## config.mk

```make
export PLATFORM = sky130hd
export DESIGN_NAME = icache_nway
export DESIGN_NICKNAME = d
export VERILOG_FILES = /design/src/rtl/icache_pkg.sv /design/src/rtl/icache_tag_cmp.sv /design/src/rtl/icache_nway.sv
export SDC_FILE = /design/constraint.sdc
export NUM_CORES = 2
export LEC_CHECK = 0
export CAP_MARGIN = 10
export CORE_MARGIN = 3
export CORE_UTILIZATION = 30
export CTS_CLUSTER_SIZE = 14
export DETAILED_ROUTE_END_ITERATION = 16
export PLACE_DENSITY_LB_ADDON = 0.15
export SYNTH_ARGS = -nofsm -noshare
export SYNTH_HDL_FRONTEND = slang
export SYNTH_SLANG_ARGS = --single-unit
export TNS_END_PERCENT = 5
```

## constraint.sdc

```tcl
create_clock -name clk -period 5.28 [get_ports clk]
set_clock_uncertainty 0.2 [all_clocks]
set_input_delay 0.792 -clock clk [delete_from_list [all_inputs] [get_ports clk]]
set_output_delay 0.792 -clock clk [all_outputs]
set_load 0.05 [all_outputs]
```

## src/rtl/icache_pkg.sv

```systemverilog
// Shared FSM states, AHB encodings and a clog2 helper for the N-way icache.
package icache_pkg;

  typedef enum logic [2:0] {
    S_IDLE   = 3'd0,
    S_LOOKUP = 3'd1,
    S_REQ    = 3'd2,
    S_FILL   = 3'd3,
    S_RESP   = 3'd4,
    S_ERR1   = 3'd5,
    S_ERR2   = 3'd6
  } state_e;

  localparam logic [1:0] HTRANS_IDLE   = 2'b00;
  localparam logic [1:0] HTRANS_NONSEQ = 2'b10;
  localparam logic       HRESP_OKAY    = 1'b0;
  localparam logic       HRESP_ERROR   = 1'b1;

  function automatic int clog2(input int n);
    int r;
    r = 0;
    while ((1 << r) < n) r++;
    return r;
  endfunction

endpackage

```

## src/rtl/icache_tag_cmp.sv

```systemverilog
// Combinational per-way tag compare for one set: one-hot hit vector plus encoded hit way.
module icache_tag_cmp #(
  parameter int WAYS  = 4,
  parameter int TAG_W = 15,
  parameter int WAY_W = 2
) (
  input  logic [WAYS-1:0][TAG_W-1:0] way_tag,
  input  logic [WAYS-1:0]            way_vld,
  input  logic [TAG_W-1:0]           tag,
  output logic [WAYS-1:0]            hit_oh,
  output logic [WAY_W-1:0]           hit_idx
);

  always_comb begin
    hit_oh  = '0;
    hit_idx = '0;
    for (int w = 0; w < WAYS; w++) begin
      hit_oh[w] = way_vld[w] && (way_tag[w] == tag);
      if (hit_oh[w]) hit_idx = WAY_W'(w);
    end
  end

endmodule

```

## src/rtl/icache_nway.sv

```systemverilog
// N-way set-associative read-only icache: AHB-lite slave, line refill master, round-robin replacement.
// Optional ICACHE_PERF_CNT_EN adds saturating hit/miss counters.
module icache_nway
  import icache_pkg::*;
#(
  parameter int AW         = 20,
  parameter int WAYS       = 4,
  parameter int SETS       = 2,
  parameter int LINE_WORDS = 4
) (
  input  logic          clk,
  input  logic          reset_n,
  input  logic          hsel,
  input  logic [1:0]    htrans,
  input  logic [2:0]    hsize,
  input  logic [2:0]    hburst,
  input  logic          hwrite,
  input  logic [AW-1:0] haddr,
  input  logic [31:0]   hwdata,
  output logic [31:0]   hrdata,
  output logic          hready_out,
  output logic          hresp,
  input  logic          flush,
  output logic          req,
  output logic [AW-1:0] c_addr,
  input  logic          ack,
  input  logic          valid,
  input  logic [31:0]   data
`ifdef ICACHE_PERF_CNT_EN
  ,
  output logic [31:0]   hit_cnt,
  output logic [31:0]   miss_cnt
`endif
);

  localparam int OFF_W = clog2(LINE_WORDS);
  localparam int IDX_W = clog2(SETS);
  localparam int TAG_W = AW - 2 - OFF_W - IDX_W;
  localparam int WAY_W = (WAYS > 1) ? clog2(WAYS) : 1;

  state_e                      state_q, state_d;
  logic [AW-1:0]               addr_q, addr_d;
  logic [WAY_W-1:0]            victim_q, victim_d;
  logic [OFF_W-1:0]            cnt_q, cnt_d;
  logic [31:0]                 hrdata_q, hrdata_d;
  logic [AW-1:0]               c_addr_q, c_addr_d;
  logic                        flush_pend_q, flush_pend_d;
  logic [WAYS-1:0][TAG_W-1:0]  tag_q [SETS];
  logic [WAYS-1:0][TAG_W-1:0]  tag_d [SETS];
  logic [WAYS-1:0]             valid_q [SETS];
  logic [WAYS-1:0]             valid_d [SETS];
  logic [31:0]                 data_q [SETS][WAYS][LINE_WORDS];
  logic [31:0]                 data_d [SETS][WAYS][LINE_WORDS];
  logic [WAY_W-1:0]            rr_q [SETS];
  logic [WAY_W-1:0]            rr_d [SETS];

  logic [OFF_W-1:0] word_w;
  logic [IDX_W-1:0] idx_w;
  logic [TAG_W-1:0] tag_w;
  logic [WAYS-1:0]  hit_oh;
  logic [WAY_W-1:0] hit_idx;
  logic [WAY_W-1:0] vict;
  logic [31:0]      hit_word;
  logic             lookup_hit;
  logic             accept;
  logic             unused_ok;

  assign word_w    = addr_q[OFF_W+1:2];
  assign idx_w     = addr_q[OFF_W+2 +: IDX_W];
  assign tag_w     = addr_q[AW-1 -: TAG_W];
  assign unused_ok = ^{hsize, hburst, hwdata, htrans[0], addr_q[1:0]};

  icache_tag_cmp #(.WAYS(WAYS), .TAG_W(TAG_W), .WAY_W(WAY_W)) u_tag_cmp (
    .way_tag (tag_q[idx_w]),
    .way_vld (valid_q[idx_w]),
    .tag     (tag_w),
    .hit_oh  (hit_oh),
    .hit_idx (hit_idx)
  );

  assign hit_word   = data_q[idx_w][hit_idx][word_w];
  // A flush in the lookup cycle must not hand out data from a line it is invalidating.
  assign lookup_hit = (state_q == S_LOOKUP) && (|hit_oh) && !flush;

  always_comb begin
    hready_out = 1'b1;
    hrdata     = hrdata_q;
    if (state_q == S_LOOKUP) begin
      hready_out = lookup_hit;
      hrdata     = lookup_hit ? hit_word : '0;
    end else if (state_q inside {S_REQ, S_FILL, S_ERR1}) begin
      hready_out = 1'b0;
    end
  end

  assign hresp  = (state_q == S_ERR1 || state_q == S_ERR2) ? HRESP_ERROR : HRESP_OKAY;
  assign req    = (state_q == S_REQ);
  assign c_addr = c_addr_q;
  assign accept = hsel && htrans[1] && hready_out;

  // Lowest-index invalid way wins, otherwise the set's round-robin pointer.
  always_comb begin
    vict = rr_q[idx_w];
    for (int w = WAYS - 1; w >= 0; w--) begin
      if (!valid_q[idx_w][w]) vict = WAY_W'(w);
    end
  end

  always_comb begin
    state_d      = state_q;
    addr_d       = addr_q;
    victim_d     = victim_q;
    cnt_d        = cnt_q;
    hrdata_d     = hrdata_q;
    c_addr_d     = c_addr_q;
    flush_pend_d = flush_pend_q | flush;
    tag_d        = tag_q;
    valid_d      = valid_q;
    data_d       = data_q;
    rr_d         = rr_q;

    case (state_q)
      S_IDLE, S_RESP, S_ERR2: state_d = S_IDLE;
      S_LOOKUP: begin
        state_d = S_IDLE;
        if (!lookup_hit) begin
          state_d      = S_REQ;
          victim_d     = vict;
          cnt_d        = '0;
          flush_pend_d = 1'b0;
          c_addr_d     = {addr_q[AW-1:OFF_W+2], {(OFF_W+2){1'b0}}};
        end
      end
      S_REQ:  if (ack) state_d = S_FILL;
      S_FILL: begin
        if (valid) begin
          data_d[idx_w][victim_q][cnt_q] = data;
          if (cnt_q == word_w) hrdata_d = data;
          cnt_d = cnt_q + 1'b1;
          if (cnt_q == OFF_W'(LINE_WORDS - 1)) begin
            state_d = S_RESP;
            tag_d[idx_w][victim_q] = tag_w;
            if (!flush_pend_q) valid_d[idx_w][victim_q] = 1'b1;
            rr_d[idx_w] = (rr_q[idx_w] == WAY_W'(WAYS - 1)) ? '0 : rr_q[idx_w] + 1'b1;
          end
        end
      end
      S_ERR1:  state_d = S_ERR2;
      default: state_d = S_IDLE;
    endcase

    if (accept) begin
      addr_d  = haddr;
      state_d = hwrite ? S_ERR1 : S_LOOKUP;
    end

    if (flush) begin
      for (int s = 0; s < SETS; s++) valid_d[s] = '0;
    end
  end

  always_ff @(posedge clk or negedge reset_n) begin
    if (!reset_n) begin
      state_q      <= S_IDLE;
      addr_q       <= '0;
      victim_q     <= '0;
      cnt_q        <= '0;
      hrdata_q     <= '0;
      c_addr_q     <= '0;
      flush_pend_q <= 1'b0;
      tag_q        <= '{default: '0};
      valid_q      <= '{default: '0};
      data_q       <= '{default: '0};
      rr_q         <= '{default: '0};
    end else begin
      state_q      <= state_d;
      addr_q       <= addr_d;
      victim_q     <= victim_d;
      cnt_q        <= cnt_d;
      hrdata_q     <= hrdata_d;
      c_addr_q     <= c_addr_d;
      flush_pend_q <= flush_pend_d;
      tag_q        <= tag_d;
      valid_q      <= valid_d;
      data_q       <= data_d;
      rr_q         <= rr_d;
    end
  end

`ifdef ICACHE_PERF_CNT_EN
  logic [31:0] hit_cnt_q, hit_cnt_d, miss_cnt_q, miss_cnt_d;

  always_comb begin
    hit_cnt_d  = hit_cnt_q;
    miss_cnt_d = miss_cnt_q;
    if (lookup_hit) begin
      if (hit_cnt_q != '1) hit_cnt_d = hit_cnt_q + 32'd1;
    end else if (state_q == S_LOOKUP) begin
      if (miss_cnt_q != '1) miss_cnt_d = miss_cnt_q + 32'd1;
    end
  end

  always_ff @(posedge clk or negedge reset_n) begin
    if (!reset_n) begin
      hit_cnt_q  <= '0;
      miss_cnt_q <= '0;
    end else begin
      hit_cnt_q  <= hit_cnt_d;
      miss_cnt_q <= miss_cnt_d;
    end
  end

  assign hit_cnt  = hit_cnt_q;
  assign miss_cnt = miss_cnt_q;
`else
`endif

endmodule

```

clock_wires.png
(1 px per um)
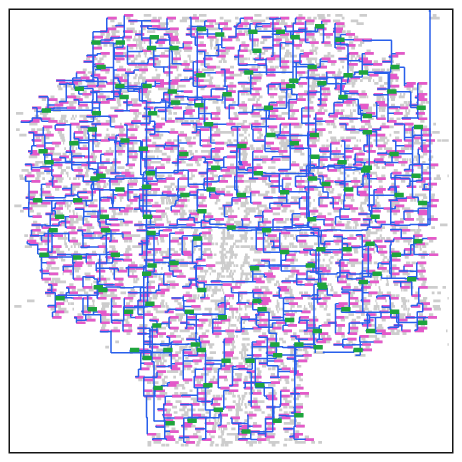
Key: green = clock-net drivers [count 147]; magenta = flip-flops [count 1,230]; blue = clock wires [length 18,200 um]
Position of the flops: widely spread.
clock latency on the worst-skew pair: 0.78 ns
clock share of power: 26.9%

clock_nets.png
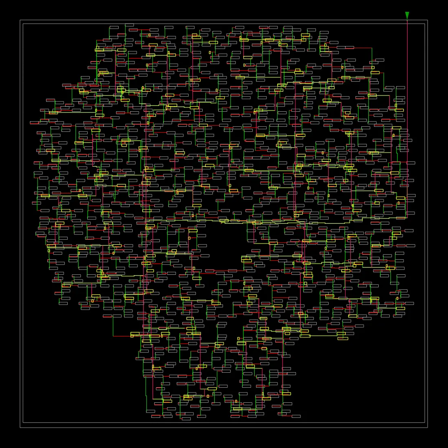
CTS Buf Count: 147
clkbuf count: 223
Seq cells: 1,230
Clock net power: 0.00982 W
CTS Sinks: 1,230

==> results.toml <==
# generated from flow reports
[logic_synthesis]
synth_area_um2 = 57010
top_cells_by_count = "mux2_2 (1,302), dfrtp_1 (1,230), mux2i_1 (249), clkbuf_1 (239), nand2_1 (163)"
top_cell_area_share_pct = 53.99

[cells_and_area]
comb_share_pct = 37.36
clk_share_pct = 6.749
lay_top_count = "mux2_2"
fin_util_pct = 36.29
final_cell_mix = "mux2_2 (1,301), dfrtp_1 (1,225), mux2i_1 (243)"
seq_share_pct = 45.03
final_cells = 6824
fill_cells = 18050
inv_count = 11

[pwr]
p_leak_nw = 31.64

[placement]
port_buffers = 108

[global_route]
grt_max_degree = 135

[cts]
cts-root-buf = "clkbuf_16"

[final_timing]
finalSetupViolations = 1
layout_setup_ws_ns = -0.04176
fmax_mhz = 187.9

[setup_path]
r2r_cells = 14
cpMaxStageDelayCell = "dfrtp_4"
worstReg2RegStart = "addr_q[4]$_DFFE_PN0P_"
cp_cell_sequence = "buf_12 -> buf_4 -> mux2i_2 -> xnor2_2 -> nor4_4 -> buf_4 -> and4_4 -> buf_12 -> buf_12 -> mux4_2 -> a221oi_2 -> and3_1 -> a211oi_4 -> buf_12"
cp.arrival_ns = 4.33

[drt]
wl_met3_mm = 4.650
wl_met2_mm = 84.76
drc = 0

[run]
warnings = 97

[worst_hold_path]
holdPathEnd = "rr_q[3]$_DFFE_PN0P_"
min_path_type = "reg2reg"

[outcome]
outcome = "finished with violations"
violations = "setup timing"
m3.png
(1 px per um)
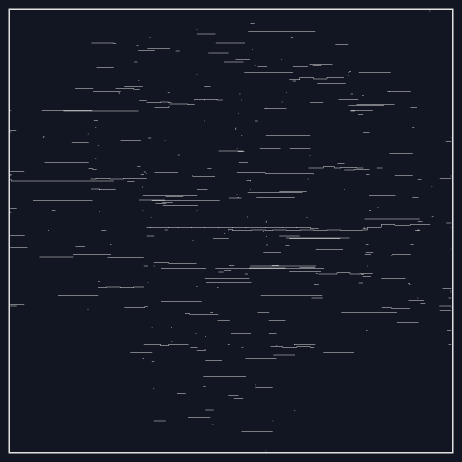
123 nets have wire on it. The wires run mostly horizontal. The longest straight run is 109 um.
routed vias: 34,740
Routed WL: 177.6 mm
GR Util met3: 2.298%

-- flip-flops by register name (all words and copies together), names as in the netlist --
name	count
data_q	1024
tag_q	120
hrdata_q	32
addr_q	18
c_addr	16
valid_q	8
rr_q	4
state_q	3
cnt_q	2
victim_q	2
flush_pend_q	1
-- worst max-delay path by stage --
| stage | cells past startpoint | from | slack, ns | to |
|---|---|---|---|---|
| global placement | 13 | addr_q[4]$_DFFE_PN0P_ | 0.18 | hrdata[23] |
| CTS | 19 | addr_q[4]$_DFFE_PN0P_ | -0.05 | hrdata[2] |
| finish | 14 | addr_q[4]$_DFFE_PN0P_ | -0.04 | hrdata[10] |
| floorplan | 14 | addr_q[4]$_DFFE_PN0P_ | 0.71 | hrdata[12] |
| detailed placement | 14 | addr_q[4]$_DFFE_PN0P_ | 0.24 | hrdata[22] |
| global route | 17 | addr_q[4]$_DFFE_PN0P_ | -0.16 | hrdata[2] |
-- critical path: cells and delay by family, from the launching register on --
kind	cells	cell delay (ns)
flip-flops	1	0.51
buffers and inverters	6	1.02
XOR/XNOR	1	0.12
AND/OR/NAND/NOR	3	0.92
AND-OR/OR-AND	2	0.53
multiplexers	2	0.43
-- report_power, final --
part / switching, W / total, W / internal, W
Clock: 0.00415 / 0.00982 / 0.00567
Combinational: 0.00604 / 0.0124 / 0.00636
Sequential: 0.00186 / 0.0143 / 0.0124
-- through the flow --
step | setup TNS, ns | setup WS (ns)
finish | -0.04176 | -0.04176
global route | -3.207 | -0.1577
CTS | -0.9562 | -0.04597
detailed placement | 0 | 0.2389
global placement | 0 | 0.1829
floorplan | 0 | 0.7144
-- per-layer routing --
metal	up-vias	global-route usage, %
li1	15240	-
met1	18840	25.12
met4	2	4.943
met3	231	2.298
met5	-	0
met2	419	29.52
Power and IR drop assume default switching activity.
